**src/rtl/simon_datapath_pkg.sv**
```systemverilog
// Shared constants for the Simon game: pattern geometry, level encodings and LED source modes.
package simon_datapath_pkg;

    localparam int unsigned DEF_PATTERN_W = 4;
    localparam int unsigned DEF_ADDR_W    = 6;
    localparam int unsigned DEF_DEPTH     = 1 << DEF_ADDR_W;

    typedef enum logic {
        LEVEL_EASY = 1'b0,
        LEVEL_HARD = 1'b1
    } level_e;

    // LED source select, as driven by the controller on read_Memory.
    localparam logic LED_MODE_SWITCH = 1'b0;
    localparam logic LED_MODE_MEMORY = 1'b1;

endpackage

```
**src/rtl/simon_datapath_if.sv**
```systemverilog
// Controller <-> datapath link: control strobes toward the datapath, status flags and LEDs back.
interface simon_datapath_if #(
    parameter int unsigned PATTERN_W = simon_datapath_pkg::DEF_PATTERN_W
);
    logic                 level;
    logic [PATTERN_W-1:0] pattern;
    logic                 cnt_count;
    logic                 clr_count;
    logic                 cnt_index;
    logic                 clr_index;
    logic                 read_Memory;
    logic                 w_en;
    logic                 set_level;
    logic                 is_legal;
    logic                 index_lt_count;
    logic                 input_eq_pattern;
    logic [PATTERN_W-1:0] pattern_leds;

    modport master (
        output level, pattern, cnt_count, clr_count, cnt_index, clr_index,
               read_Memory, w_en, set_level,
        input  is_legal, index_lt_count, input_eq_pattern, pattern_leds
    );

    modport slave (
        input  level, pattern, cnt_count, clr_count, cnt_index, clr_index,
               read_Memory, w_en, set_level,
        output is_legal, index_lt_count, input_eq_pattern, pattern_leds
    );

endinterface

```
**src/rtl/simon_pattern_mem.sv**
```systemverilog
// Pattern sequence store: synchronous write, asynchronous read, contents not reset.
module simon_pattern_mem #(
    parameter int unsigned PATTERN_W = simon_datapath_pkg::DEF_PATTERN_W,
    parameter int unsigned ADDR_W    = simon_datapath_pkg::DEF_ADDR_W
) (
    input  logic                 clk,
    input  logic                 we,
    input  logic [ADDR_W-1:0]    waddr,
    input  logic [PATTERN_W-1:0] wdata,
    input  logic [ADDR_W-1:0]    raddr,
    output logic [PATTERN_W-1:0] rdata
);
    localparam int unsigned DEPTH = 1 << ADDR_W;

    logic [PATTERN_W-1:0] mem [DEPTH];

    always_ff @(posedge clk) begin
        if (we) begin
            mem[waddr] <= wdata;
        end
    end

    assign rdata = mem[raddr];

endmodule

```
**src/rtl/simon_datapath.sv**
```systemverilog
// Simon datapath: level register, sequence count, replay index, pattern memory and status flags.
module simon_datapath
    import simon_datapath_pkg::*;
#(
    parameter int unsigned PATTERN_W = DEF_PATTERN_W,
    parameter int unsigned ADDR_W    = DEF_ADDR_W
) (
    input  logic              clk,
    input  logic              rst,
    simon_datapath_if.slave   bus
);
    localparam int unsigned      DEPTH   = 1 << ADDR_W;
    localparam logic [ADDR_W:0]  DEPTH_V = (ADDR_W + 1)'(DEPTH);

    logic [ADDR_W:0]      count;
    logic [ADDR_W:0]      index;
    level_e               level_r;
    logic                 count_full;
    logic                 index_end;
    logic                 mem_we;
    logic [PATTERN_W-1:0] mem_rdata;
    logic [PATTERN_W-1:0] rd_value;
    logic                 one_hot;

    assign count_full = (count == DEPTH_V);
    assign index_end  = (index == DEPTH_V);
    // Reset also blocks the write so a mid-game reset leaves no stray entry behind.
    assign mem_we     = bus.w_en && !count_full && !rst;

    always_ff @(posedge clk) begin
        if (rst) begin
            count   <= '0;
            index   <= '0;
            level_r <= LEVEL_EASY;
        end else begin
            if (bus.clr_count) begin
                count <= '0;
            end else if (bus.cnt_count && !count_full) begin
                count <= count + 1'b1;
            end
            if (bus.clr_index) begin
                index <= '0;
            end else if (bus.cnt_index && !index_end) begin
                index <= index + 1'b1;
            end
            if (bus.set_level) begin
                level_r <= level_e'(bus.level);
            end
        end
    end

    simon_pattern_mem #(
        .PATTERN_W (PATTERN_W),
        .ADDR_W    (ADDR_W)
    ) u_mem (
        .clk   (clk),
        .we    (mem_we),
        .waddr (count[ADDR_W-1:0]),
        .wdata (bus.pattern),
        .raddr (index[ADDR_W-1:0]),
        .rdata (mem_rdata)
    );

    always_comb begin
        rd_value = index_end ? '0 : mem_rdata;
        one_hot  = (bus.pattern != '0) && ((bus.pattern & (bus.pattern - 1'b1)) == '0);

        bus.is_legal         = !count_full && ((level_r == LEVEL_HARD) || one_hot);
        bus.index_lt_count   = (index < count);
        bus.input_eq_pattern = (bus.pattern == rd_value);
        bus.pattern_leds     = (bus.read_Memory == LED_MODE_MEMORY) ? rd_value : bus.pattern;
    end

endmodule

```
**src/flat_wrapper.sv**
```systemverilog
// flat-port wrapper written by rule: the top's interface ports become plain ports
module simon_datapath_flat import simon_datapath_pkg::*;
#(
    parameter int unsigned PATTERN_W = DEF_PATTERN_W,
    parameter int unsigned ADDR_W    = DEF_ADDR_W
)
  (clk, rst, bus_level, bus_pattern, bus_cnt_count, bus_clr_count, bus_cnt_index, bus_clr_index, bus_read_Memory, bus_w_en, bus_set_level, bus_is_legal, bus_index_lt_count, bus_input_eq_pattern, bus_pattern_leds);
  simon_datapath_if #(.PATTERN_W(PATTERN_W)) bus_i ();
  input  logic clk;
  input  logic rst;
  input wire logic [$bits(bus_i.level)-1:0] bus_level;
  input wire logic [$bits(bus_i.pattern)-1:0] bus_pattern;
  input wire logic [$bits(bus_i.cnt_count)-1:0] bus_cnt_count;
  input wire logic [$bits(bus_i.clr_count)-1:0] bus_clr_count;
  input wire logic [$bits(bus_i.cnt_index)-1:0] bus_cnt_index;
  input wire logic [$bits(bus_i.clr_index)-1:0] bus_clr_index;
  input wire logic [$bits(bus_i.read_Memory)-1:0] bus_read_Memory;
  input wire logic [$bits(bus_i.w_en)-1:0] bus_w_en;
  input wire logic [$bits(bus_i.set_level)-1:0] bus_set_level;
  output wire logic [$bits(bus_i.is_legal)-1:0] bus_is_legal;
  output wire logic [$bits(bus_i.index_lt_count)-1:0] bus_index_lt_count;
  output wire logic [$bits(bus_i.input_eq_pattern)-1:0] bus_input_eq_pattern;
  output wire logic [$bits(bus_i.pattern_leds)-1:0] bus_pattern_leds;
  assign bus_i.level = bus_level;
  assign bus_i.pattern = bus_pattern;
  assign bus_i.cnt_count = bus_cnt_count;
  assign bus_i.clr_count = bus_clr_count;
  assign bus_i.cnt_index = bus_cnt_index;
  assign bus_i.clr_index = bus_clr_index;
  assign bus_i.read_Memory = bus_read_Memory;
  assign bus_i.w_en = bus_w_en;
  assign bus_i.set_level = bus_set_level;
  assign bus_is_legal = bus_i.is_legal;
  assign bus_index_lt_count = bus_i.index_lt_count;
  assign bus_input_eq_pattern = bus_i.input_eq_pattern;
  assign bus_pattern_leds = bus_i.pattern_leds;
  simon_datapath #(.PATTERN_W(PATTERN_W), .ADDR_W(ADDR_W)) u_core (.clk(clk), .rst(rst), .bus(bus_i));
endmodule
```
**config.mk**
```make
export PLATFORM = sky130hd
export DESIGN_NAME = simon_datapath_flat
export DESIGN_NICKNAME = d
export VERILOG_FILES = /design/src/rtl/simon_datapath_pkg.sv /design/src/rtl/simon_datapath_if.sv /design/src/rtl/simon_pattern_mem.sv /design/src/rtl/simon_datapath.sv /design/src/flat_wrapper.sv
export SDC_FILE = /design/constraint.sdc
export NUM_CORES = 1
export LEC_CHECK = 0
export ABC_AREA = 1
export CORE_UTILIZATION = 61
export CTS_CLUSTER_DIAMETER = 150
export DETAILED_ROUTE_END_ITERATION = 8
export HOLD_SLACK_MARGIN = 0.03
export PLACE_DENSITY = 0.82
export SLEW_MARGIN = 20
export SYNTH_ARGS = -nofsm -noshare
export SYNTH_HDL_FRONTEND = slang
export SYNTH_SLANG_ARGS = --single-unit
```
**constraint.sdc**
```tcl
create_clock -name clk -period 6.9 [get_ports clk]
set_clock_uncertainty 0.15 [all_clocks]
set_input_delay 1.035 -clock clk [delete_from_list [all_inputs] [get_ports clk]]
set_output_delay 1.035 -clock clk [all_outputs]
set_load 0.05 [all_outputs]
```
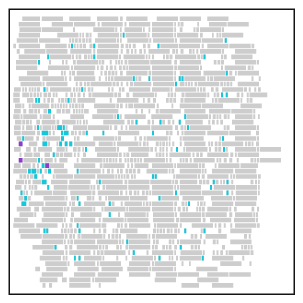
*Selected gate families, run 1*
Scale: 2 px per µm.
[cyan] NOR gates | cells: 90 | most used: nor2_1
[purple] AND and OR gates | cells: 3 | most used: or2_2
most common logic cell in the routed design: nand2_1
multi-input logic portion of the cell area: 25.2%
post-layout instance count excluding filler cells: 1389

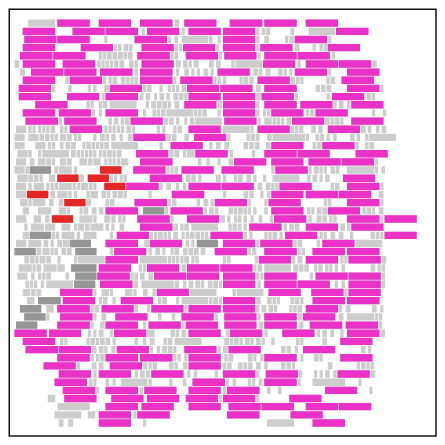
*Register map, names as in the netlist, run 1*
Scale: 3 px per µm.
[magenta] `u_core.u_mem.mem` | placed flops: 256 | where: widely spread
[red] `u_core.count` | placed flops: 7 | where: west
not coloured: 14
Seq. pwr: 0.00184 W
Core Util, Final: 68.7%
sequential cell area share: 62.5%
Flop area: 8110 µm²

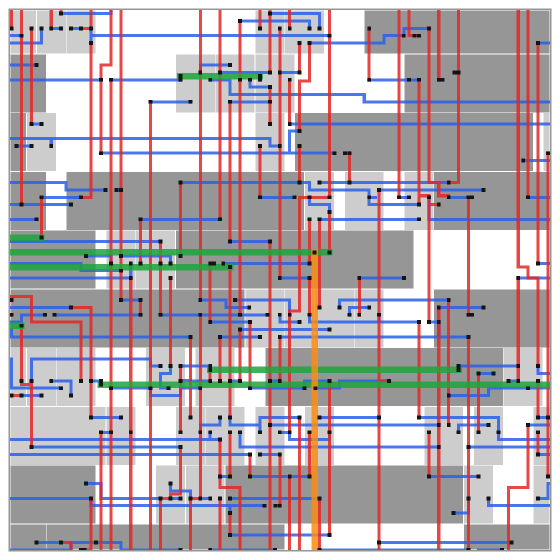
*Layout detail, run 1*
Window x 94 to 119, y 94 to 119 µm. Cells in grey, sequential cells in the stronger grey; small squares are vias.
[green] met3
[red] met2
[blue] met1
[orange] met4
netlist names of flops here include: `u_core.u_mem.mem` (8)
cells with their middle in the window: 45
sequential cells in the window: 8
most frequent: nand2_1 (17), nand3_1 (15), edfxtp_1 (8)

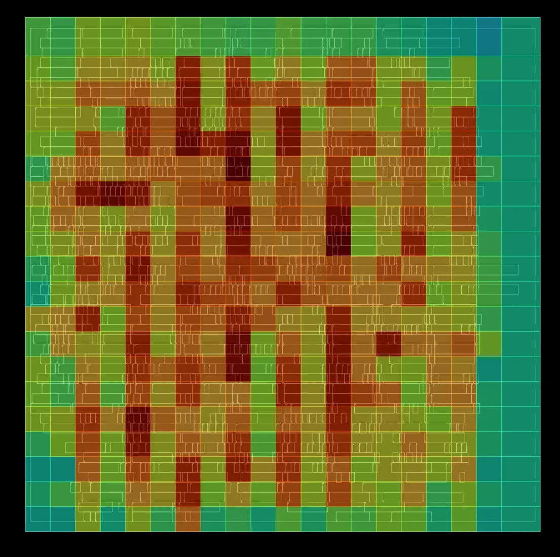
*Track usage over the die, run 1*
layer with the highest usage: met2
GRT met3 Usage: 5.77%
All-Layer GR Usage: 27.8%

## run 1: layer usage
layer / vias up / global-route usage [%] / routed length (µm)
met1: 3912 / 37.3 / 10400
met5: - / 0 / 0
met2: 499 / 44.2 / 12500
li1: 3840 / - / -
met3: 85 / 5.77 / 2930
met4: 0 / 12.2 / 1070
## run 1: worst reg2reg max path: cells and delay by family, from the launching register on
family                     cells  cell delay [ns]
and+or+nand+nor                5             1.63
buffers and inverters          3             0.55
DFF                            1             0.50
adders and majority gates      1             0.24
## run 1: layout by cell type (no fill, tap or decap), types with 4 or more instances in the layout
cell,instances
ha_1,10
buf_2,4
a21oi_1,12
clkbuf_1,6
nor3b_1,6
o21ai_0,9
clkinv_1,9
nand3_1,232
nor2_1,73
bufinv_16,4
nand4_1,5
clkbuf_16,27
clkdlybuf4s50_1,16
buf_4,9
inv_1,38
clkinv_2,5
nor3_1,10
edfxtp_1,256
nand2_1,362
dfxtp_1,19
## run 1: state kept, by name (all words and copies together), names as in the netlist, named ones only
signal / flops
u_core.count: 7
u_core.index: 7
u_core.level_r: 1
u_core.u_mem.mem: 256
## run 1: final cells by class
cell class	instances	area share, %
clock inverter	15	1.27
tap	260	2.51
multi-input combinational	733	25.2
inverter	42	1.23
timing repair buffer	29	1.91
sequential	277	62.5
clock buffer	33	5.38
## run 1: per-stage QoR
stage               util, %  instance area [µm²]  total power [W]
finish                 68.7                13000          0.00345
global route           68.7                13000          0.00354
CTS                    68.7                13000          0.00345
detailed placement     64.1                12100          0.00204
global placement       64.1                12100          0.00204
floorplan                 -                11900          0.00198
==> run summary, run 1 <==
Flow results.

- The share of the cycle needed by the critical path after routing is 82.8%.
- According to the hold report, the worst path is of the flip-flop to flip-flop type.
- The switching power is 0.000711 W.
- Setup repair after global routing left no endpoint under its margin.
- Per the post-synthesis report, the number of cells in the design is 1109.
- The summed negative setup slack over all endpoints is 0 ns.
- Derived from the worst setup path, the maximum achievable clock frequency is 0.175 GHz.
- The net count after synthesis is 1133.
- The number of buffers and inverters on the critical path is 3.
- The routed wire length per instance is 19.4 µm.
- The group with the largest share of power is sequential cells.
- For this design the static power due to leakage is 4.66 nW.
- The pin count of the biggest net entering global routing is 90.
- Power attributed to combinational cells is 0.000165 W.
- The synthesized netlist devotes 1.05% of its cell area to adder and majority cells.
- The share of the Yosys chip area taken by registers is 68.1%.
- By area the synthesized netlist is led by edfxtp_1 (65%), nand2_1 (11%), nand3_1 (9.7%), dfxtp_1 (3.5%), nor2_1 (2.3%).
- The startpoint-to-endpoint class of the critical path is flip-flop to primary output.
- The end-of-flow timing check tallies setup violations at 0.
- The startpoint of the worst register-to-register path is u_core.count[0].
- The via count of the routed design is 8336.
- Internal power comes to 0.00274 W.
- In this run the remaining antenna-violating nets after routing total 0.
- The post-cts hold-fix buffer tally is 0.
- For reference, the top logic cell family by area is simple AND/OR/NAND/NOR gates.
- Recorded from the global router log, the overflow total was 0.
- Max-slew check failures listed in the final report amount to 0.
- Hold timing on the final database bottoms out at a slack of 0.394 ns.
- By instance count, the cell type seen most on the critical path is nand2_1.
- STA shows the worst reg2reg path with a cell count of 9.
- The simple-gate portion of the synthesized area is 25.0%.
- After synthesis, the chip area reported by Yosys is 11900 µm².
- The pre-antenna-repair detailed-routing pass consisted of 6 iterations.
- TritonCTS built the clock tree.
- The flow ran to the end, and the final reports show no timing, DRC or antenna violations.
--- run 2 (diff from run 1) ---
--- a/config.mk
+++ b/config.mk
@@ -6,11 +6,11 @@
 export NUM_CORES = 1
 export LEC_CHECK = 0
 export ABC_AREA = 1
-export CORE_UTILIZATION = 61
+export CORE_UTILIZATION = 56
 export CTS_CLUSTER_DIAMETER = 150
 export DETAILED_ROUTE_END_ITERATION = 8
 export HOLD_SLACK_MARGIN = 0.03
-export PLACE_DENSITY = 0.82
+export PLACE_DENSITY = 0.8
 export SLEW_MARGIN = 20
 export SYNTH_ARGS = -nofsm -noshare
 export SYNTH_HDL_FRONTEND = slang
==> constraint.sdc (replaced) <==
create_clock -name clk -period 4.8 [get_ports clk]
set_clock_uncertainty 0.15 [all_clocks]
set_input_delay 0.72 -clock clk [delete_from_list [all_inputs] [get_ports clk]]
set_output_delay 0.72 -clock clk [all_outputs]
set_load 0.05 [all_outputs]
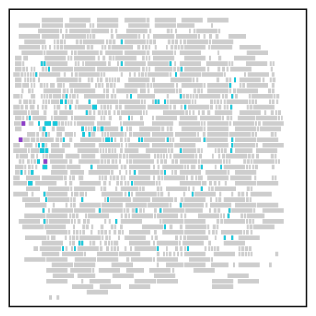
*Selected gate families, run 2*
Scale: 2 px per µm.
[purple] AND and OR gates | cells: 3 | most used: or2_2
[cyan] NOR gates | cells: 90 | most used: nor2_1

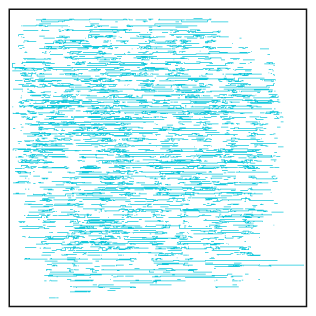
*M1 wires, run 2*
Scale: 2 px per µm.
share of all routed wire: 40%
main direction: horizontal
longest straight run: 78.2 µm
nets with wire on the layer: 1069
wire length on this layer: 11000 µm

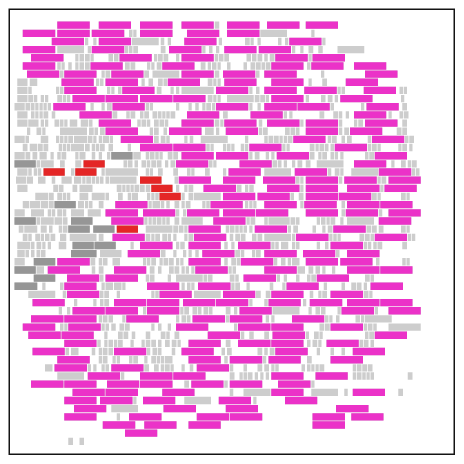
*Register map, names as in the netlist, run 2*
Scale: 3 px per µm.
[red] `u_core.count` | placed flops: 7 | where: west
[magenta] `u_core.u_mem.mem` | placed flops: 256 | where: widely spread
not coloured: 14
sequential cell area share: 62.2%
Seq. pwr: 0.00264 W

==> run 2 against run 1 <==
  * First-iteration DRC count increased by 9.0%
  * Worst hold slack gained 0.00079 ns
  * Clock power is 43% higher
  * Sequential power is 43% higher
  * Combinational power is 54% higher
  * Non-clock buffer count is 5 higher
  * Design area rose by 0.55%
  * Core utilization shrank 5.2 points
  * Flip-flop count unchanged
  * Global-route usage shrank 1.4 points
  * Sequential share of layout area down 0.34 points
  * Critical endpoint is now bus_pattern_leds[1]
  * Largest power group unchanged
==> run summary, run 2 <==
Flow results.

- The net count after synthesis is 1133 (unchanged).
- The power per cell area is 380 nW/µm² (was 266 nW/µm²).
- The number of unique standard cell types used by synthesis is 27 (unchanged).
- The type of element capturing the critical path is a primary output (unchanged).
- The startpoint-to-endpoint class of the critical path is flip-flop to primary output (unchanged).
- The top layer used by detailed routing is met4 (unchanged).
- The max-cap violation count was 0 (unchanged).
- Leading cell types in the layout, fill and taps excluded: nand2_1 (362), edfxtp_1 (256), nand3_1 (232) (unchanged).
- The post-cts hold-fix buffer tally is 0 (unchanged).
- The count of antenna diodes in the layout is 0 (unchanged).
- Leading post-synthesis cells by instance count: nand2_1 (362), edfxtp_1 (256), nand3_1 (232) (unchanged).
- The x dimension of the die was 148 µm (was 142 µm).
- The count of input and output buffers is 20 (unchanged).
- The via count of the routed design is 8313 (was 8336).
- The number of remaining DRC errors came to 0 (unchanged).
- The post-route minimum period is 4.50 ns.
- The clock transition at the registers of the reported paths was 0.06 ns (about the same).
- The sequential share of power is 53.3% (was 53.4%).
- The number of violations reported at the end of detailed-routing iteration 0 is 1135 (was 1041).
- The top register by number of flip-flops is u_core.u_mem.mem (unchanged).
- The fraction of the yosys area taken by sequential cells came to 68.1% (unchanged).
- Leading post-synthesis cells by cell area: edfxtp_1 (65%), nand2_1 (11%), nand3_1 (9.7%), dfxtp_1 (3.5%), nor2_1 (2.3%) (unchanged).
- The synthesized netlist cell count is 1109 (unchanged).
- The via density per instance is 5.91 (was 6.00).
- The cell-internal power was 0.00390 W (was 0.00274 W).
- The instance area after placement is 12200 µm² (was 12100 µm²).
- The routed wire length per instance is 19.8 µm (was 19.4 µm).
- The number of enable flip-flop cells is 256 (unchanged).
- The largest combinational cell category by area is simple AND/OR/NAND/NOR gates (unchanged).
- The placement-stage worst setup slack is 0.970 ns (was 1.86 ns).
- The share of async-settable or async-resettable flops after synthesis was 0% (unchanged).
- The complex-gate fraction of the synthesized area came to 1.39% (unchanged).
- The number of failing hold endpoints at the final stage is 0 (unchanged).
- The buffer-and-inverter tally for the worst setup path is 3 (unchanged).
- The fraction of power spent switching nets is 21.3% (was 20.6%).
- The number of cell instances after yosys synthesis was 1109 (unchanged).
- The met2 wire length was 13200 µm (was 12500 µm).
- Run status: finished, final reports clean (unchanged).
- The placed instance count is 1356 (was 1341).
- The clock latency of the later-clocked register in the worst-skew pair is 0.54 ns (was 0.53 ns).
- The most common cell in the synthesized netlist is nand2_1 (unchanged).
- The number of standard cells in the layout, taps in and fillers out came to 1406 (was 1389).
- The length of the first detailed-routing pass in iterations came to 6 (unchanged).
- The total setup violations reported at the end of the flow was 0 (unchanged).
- The share of layout cells above drive strength 1 is 5.63% (was 5.05%).
- The number of buffers inserted during clock tree synthesis was 27 (unchanged).
- The remaining number of nets flagged by the antenna check after routing is 0 (unchanged).
- Leading registers by flop count: u_core.u_mem.mem x256, u_core.count x7, u_core.index x7 (unchanged).
- The class of the tightest hold or removal check was flip-flop to flip-flop (unchanged).
- The detailed-route wire length on metal 1 is 11000 µm (was 10400 µm).
- The most used cell along the critical path is nand2_1 (unchanged).
- The area fraction in xor and xnor cells is 0% (unchanged).
- The pin count of the biggest net entering global routing came to 129 (was 90).
- The element type at the critical path start was a flip-flop (unchanged).
- CP cell instances: clkinv_2 -> buf_12 -> nand2_1 -> nand3_1 -> nand3_1 -> nand2_1 -> nand2_1 -> nand3_1 -> nand3_1 -> nand2_1 -> nand2_1 -> o21ai_0 -> clkdlybuf4s50_1 (was clkinv_2 -> buf_4 -> nand2_1 -> nand3_1 -> nand3_1 -> nand2_1 -> nand2_1 -> nand3_1 -> nand3_1 -> nand2_1 -> nand2_1 -> nand2_1 -> nand2_1 -> nand2_1 -> nor2_1 -> clkdlybuf4s50_1).
- The flip-flop count of the largest register after layout is 256 (unchanged).
- The switching power came to 0.00106 W (was 0.000711 W).
- The simple-gate portion of the synthesized area is 25.0% (unchanged).
- The final instance area was 13000 µm² (about the same).
- The sum of met3 wire segment lengths after detailed routing is 2620 µm (was 2930 µm).
- The number of antenna violations at the first check in global routing came to 0 (unchanged).
- The aggregate global-route resource usage is 26.4% (was 27.8%).
- The count of filler cells inserted in the layout came to 1594 (was 1338).
- The number of nets in the finished design came to 1139 (was 1134).
- RSZ-0062 raised after global routing: no (unchanged).
- The summed negative setup slack over all endpoints came to 0 ns (unchanged).
- The count of cells resized by post-cts repair is 0 (unchanged).
- The slowest stage cell on the critical path is clkdlybuf4s50_1 (was dfxtp_4).
- The die outline area came to 21900 µm² (was 20100 µm²).
- The via count of the first global-routing pass was 7940 (was 7964).
- The total count of max-transition violations in the final report is 0 (unchanged).
- The share of the cycle needed by the critical path after routing is 93.7%.
- The clock tree from TritonCTS is built (unchanged).
- The leakage power total came to 4.70 nW (was 4.66 nW).
- The cell area after synthesis came to 11900 µm² (unchanged).
- The combinational cell fraction of total power came to 5.1% (was 4.8%).
- For this run, the top clock speed supported by timing is 0.222 GHz.
- The area of the placeable core is 20600 µm² (was 18900 µm²).
- The maximum fanout along the worst path was 46 (was 89).
- The clock tree buffer depth is 3 (unchanged).
- The yosys synthesis chip area is 11900 µm² (unchanged).
- The sum of overflow across all layers after global routing is 0 (unchanged).
- The most common library cell in the layout ignoring fill and taps is nand2_1 (unchanged).
- The adder-cell area share of the yosys netlist is 1.05% (unchanged).
run 2: kinds of logic (layout without fill, tap and decap cells):
group,count (synthesis),after routing
flops,277,277
simple gates,694,694
buf+inv,99,126
compound gates,29,29
fa+ha+maj,10,10
run 2: power groups by stage:
stage / logic, W / clock network, W / registers (W)
after global placement: 0.000246 / 0 / 0.00269
after CTS: 0.000253 / 0.00206 / 0.00264
after detailed placement: 0.000251 / 0 / 0.00269
after floorplan: 0.000157 / 0 / 0.00269
after global routing: 0.000279 / 0.00217 / 0.00264
final: 0.000254 / 0.00206 / 0.00264
run 2: tightest hold or removal path, stage by stage (launching register included):
cell     delay, ns
dfxtp_1       0.33
a21oi_1       0.12
nor3_1        0.05
run 2: area by class of cell:
class                           count  area [µm²]  area share [%]
Tap cell                          270         338            2.59
Clock buffer                       35         706            5.41
Timing Repair Buffer               34         320            2.46
Multi-Input combinational cell    733        3260            25.0
Sequential cell                   277        8110            62.2
Clock inverter                     15         145            1.11
Inverter                           42         159            1.22
run 2: metal layers:
layer / GRT usage [%] / vias up
met2: 42.1 / 465
met5: 0 / -
li1: - / 3849
met4: 10.9 / 0
met1: 36.1 / 3932
met3: 4.57 / 67
run 2: worst paths after layout:
check	from	end	slack (ns)	cells after the start
setup / recovery	flip-flop	bus_pattern_leds[1]	0.30	13
hold / removal	u_core.index[6]	u_core.index[6]	0.39	2
setup reg to reg	u_core.count[0]	u_core.u_mem.mem[36][2]	1.34	9
hold reg to reg	u_core.index[6]	u_core.index[6]	0.39	2
run 2: stage by stage:
step           power (W)  utilization [%]  hold slack [ns]
2_1_floorplan    0.00285                -            0.350
3_3_place_gp     0.00294             59.3            0.365
3_5_place_dp     0.00294             59.3            0.377
4_1_cts          0.00496             63.4            0.387
5_1_grt          0.00509             63.4            0.408
6_report         0.00496             63.4            0.395
--- run 3 (diff from run 2) ---
--- a/config.mk
+++ b/config.mk
@@ -9,7 +9,6 @@
 export CORE_UTILIZATION = 56
 export CTS_CLUSTER_DIAMETER = 150
 export DETAILED_ROUTE_END_ITERATION = 8
-export HOLD_SLACK_MARGIN = 0.03
 export PLACE_DENSITY = 0.8
 export SLEW_MARGIN = 20
 export SYNTH_ARGS = -nofsm -noshare
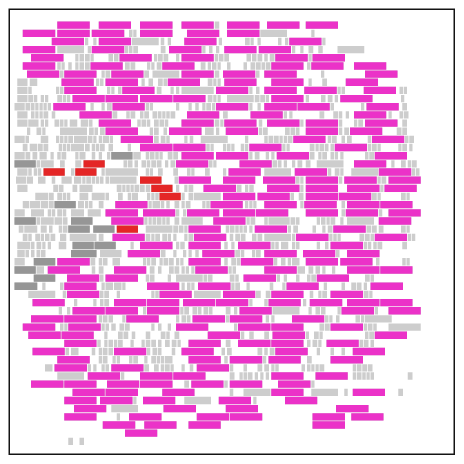
*Register map, names as in the netlist, run 3*
Scale: 3 px per µm.
[red] `u_core.count` | placed flops: 7 | where: west
[magenta] `u_core.u_mem.mem` | placed flops: 256 | where: widely spread
not coloured: 14

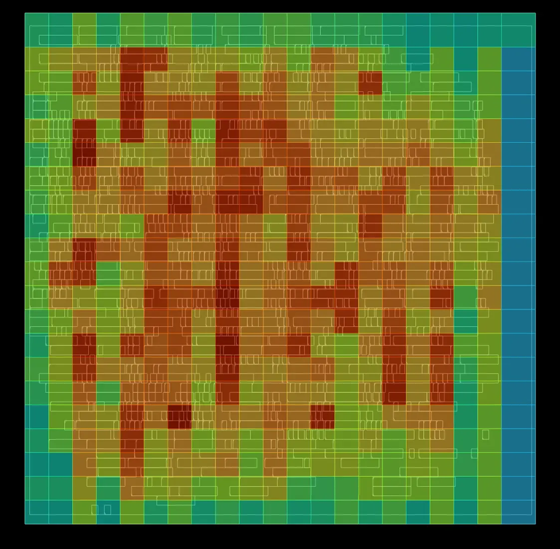
*Track usage over the die, run 3*
met1 Track Usage GR: 36.1%
Global Route met2 Usage: 42.1%
GRT met3 Usage: 4.57%
average detailed-routed wire length per instance: 19.8 µm
Core Util, Final: 63.4%

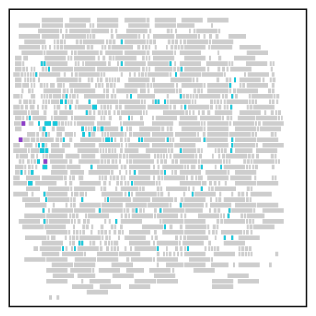
*Selected gate families, run 3*
Scale: 2 px per µm.
[cyan] NOR gates | cells: 90 | most used: nor2_1
[purple] AND and OR gates | cells: 3 | most used: or2_2
post-layout instance count excluding filler cells: 1406
multi-input logic portion of the cell area: 25.0%

==> run 3 against run 2 <==
  * Design area unchanged
  * Maximum frequency unchanged
  * Die area unchanged
  * Critical path depth unchanged
  * Largest power group unchanged
  * Flip-flop count unchanged
  * Sequential power about the same
==> run summary, run 3 <==
Flow results.

- Leading cell types in the layout, fill and taps excluded: nand2_1 (362), edfxtp_1 (256), nand3_1 (232) (unchanged).
- The number of unique standard cell types used by synthesis came to 27 (unchanged).
- The post-CTS setup-driven buffer insertion count was 0 (unchanged).
- The max-cap violation count is 0 (unchanged).
- The element type at the critical path start is a flip-flop (unchanged).
- The number of nets in the finished design is 1139 (unchanged).
- The number of buffers inserted during clock tree synthesis came to 27 (unchanged).
- The instance area after placement is 12200 µm² (unchanged).
- The number of violations reported at the end of detailed-routing iteration 0 is 1135 (unchanged).
- The share of the cycle needed by the critical path after routing came to 93.7% (unchanged).
- The die span in y is 148 µm (unchanged).
- The share of async-settable or async-resettable flops after synthesis is 0% (unchanged).
- The net count after synthesis is 1133 (unchanged).
- The post-layout total power is 0.00496 W (unchanged).
- CP cell instances: clkinv_2 -> buf_12 -> nand2_1 -> nand3_1 -> nand3_1 -> nand2_1 -> nand2_1 -> nand3_1 -> nand3_1 -> nand2_1 -> nand2_1 -> o21ai_0 -> clkdlybuf4s50_1 (unchanged).
- The via count of the first global-routing pass was 7940 (unchanged).
- The total setup violations reported at the end of the flow is 0 (unchanged).
- The length of the first detailed-routing pass in iterations is 6 (unchanged).
- The leakage power total came to 4.70 nW (unchanged).
- The fraction of the yosys area taken by sequential cells is 68.1% (unchanged).
- The count of filler cells inserted in the layout was 1594 (unchanged).
- The top register by number of flip-flops is u_core.u_mem.mem (unchanged).
- The summed negative setup slack over all endpoints is 0 ns (unchanged).
- Leading post-synthesis cells by instance count: nand2_1 (362), edfxtp_1 (256), nand3_1 (232) (unchanged).
- The timing-limited maximum frequency is 0.222 GHz (unchanged).
- The flip-flop count of the largest register after layout is 256 (unchanged).
- The die outline area is 21900 µm² (unchanged).
- The via density per instance is 5.91 (unchanged).
- The aggregate global-route resource usage is 26.4% (unchanged).
- The remaining number of nets flagged by the antenna check after routing is 0 (unchanged).
- The number of remaining DRC errors is 0 (unchanged).
- RSZ-0062 raised after global routing: no (unchanged).
- The most used cell along the critical path is nand2_1 (unchanged).
- The clock transition at the registers of the reported paths was 0.06 ns (about the same).
- The number of cell instances after yosys synthesis was 1109 (unchanged).
- The cell-internal power is 0.00390 W (unchanged).
- The sum of overflow across all layers after global routing is 0 (unchanged).
- The most common cell in the synthesized netlist is nand2_1 (unchanged).
- The type of element capturing the critical path is a primary output (unchanged).
- The number of failing hold endpoints at the final stage came to 0 (unchanged).
- The buffer-and-inverter tally for the worst setup path was 3 (unchanged).
- The count of standard-cell rows was 52 (unchanged).
- Leading post-synthesis cells by cell area: edfxtp_1 (65%), nand2_1 (11%), nand3_1 (9.7%), dfxtp_1 (3.5%), nor2_1 (2.3%) (unchanged).
- The share of layout cells above drive strength 1 is 5.63% (unchanged).
- The cell area after synthesis was 11900 µm² (unchanged).
- The count of antenna diodes in the layout came to 0 (unchanged).
- The number of antenna violations at the first check in global routing is 0 (unchanged).
- The final instance area is 13000 µm² (unchanged).
- The power per cell area is 380 nW/µm² (unchanged).
- Leading registers by flop count: u_core.u_mem.mem x256, u_core.count x7, u_core.index x7 (unchanged).
- The clock latency of the later-clocked register in the worst-skew pair is 0.54 ns (about the same).
- The fraction of power spent switching nets is 21.3% (unchanged).
- The switching power is 0.00106 W (unchanged).
- The placed instance count is 1356 (unchanged).
- The post-route minimum period is 4.50 ns (unchanged).
- The clock tree from TritonCTS is built (unchanged).
- The pin count of the biggest net entering global routing is 129 (unchanged).
- The total count of max-transition violations in the final report is 0 (unchanged).
- The number of enable flip-flop cells is 256 (unchanged).
- The post-cts hold-fix buffer tally was 0 (unchanged).
- The slowest stage cell on the critical path was clkdlybuf4s50_1 (unchanged).
- The class of the tightest hold or removal check is flip-flop to flip-flop (unchanged).
- The count of input and output buffers came to 20 (unchanged).
- The maximum fanout along the worst path is 46 (unchanged).
- The synthesized netlist cell count is 1109 (unchanged).
- The hold slack was 0.395 ns (unchanged).
- The placement-stage worst setup slack is 0.970 ns (unchanged).
- The sequential share of power is 53.3% (about the same).
- The x dimension of the die is 148 µm (unchanged).
- The area of the placeable core is 20600 µm² (unchanged).
- The count of cells resized by post-cts repair is 0 (unchanged).
- The most common library cell in the layout ignoring fill and taps is nand2_1 (unchanged).
- The via count of the routed design is 8313 (unchanged).
- The yosys synthesis chip area is 11900 µm² (unchanged).
- The combinational cell fraction of total power is 5.1% (about the same).
- Run status: finished, final reports clean (unchanged).
- The startpoint-to-endpoint class of the critical path is flip-flop to primary output (unchanged).
## run 3: power by group through the flow
stage / Sequential [W] / Combinational [W] / Clock [W]
3_5_place_dp: 0.00269 / 0.000251 / 0
4_1_cts: 0.00264 / 0.000253 / 0.00206
3_3_place_gp: 0.00269 / 0.000246 / 0
5_1_grt: 0.00264 / 0.000279 / 0.00217
2_1_floorplan: 0.00269 / 0.000157 / 0
6_report: 0.00264 / 0.000254 / 0.00206
## run 3: cells by family (layout without fill, tap and decap cells)
| logic type | count (synthesis) | count (layout) | share of synthesized area, % |
|---|---|---|---|
| fa+ha+maj | 10 | 10 | 1.05 |
| flops | 277 | 277 | 68.1 |
| compound gates | 29 | 29 | 1.39 |
| buf+inv | 99 | 126 | 4.54 |
| simple gates | 694 | 694 | 25.0 |
## run 3: area by class of cell
type / count / area (µm²) / area share [%]
clock buffers: 35 / 706 / 5.41
clock inverters: 15 / 145 / 1.11
inverters: 42 / 159 / 1.22
multi-input cells: 733 / 3260 / 25.0
flip-flops and latches: 277 / 8110 / 62.2
well taps: 270 / 338 / 2.59
repair buffers: 34 / 320 / 2.46
## run 3: layer usage
layer	vias to the layer above	share of wire (%)	global-route usage (%)	wire, µm
met5	-	0	0	0
met4	0	3.7	10.9	1030
met3	67	9.4	4.57	2620
met2	465	47	42.1	13200
met1	3932	40	36.1	11000
li1	3849	-	-	-
## run 3: final timing paths
| path | from | end | slack (ns) | cells past startpoint |
|---|---|---|---|---|
| max | flip-flop | bus_pattern_leds[1] | 0.30 | 13 |
| min | u_core.index[6] | u_core.index[6] | 0.39 | 2 |
| max reg2reg | u_core.count[0] | u_core.u_mem.mem[36][2] | 1.34 | 9 |
| min reg2reg | u_core.index[6] | u_core.index[6] | 0.39 | 2 |
No activity file was given, so power comes from the tool's default toggle rates.
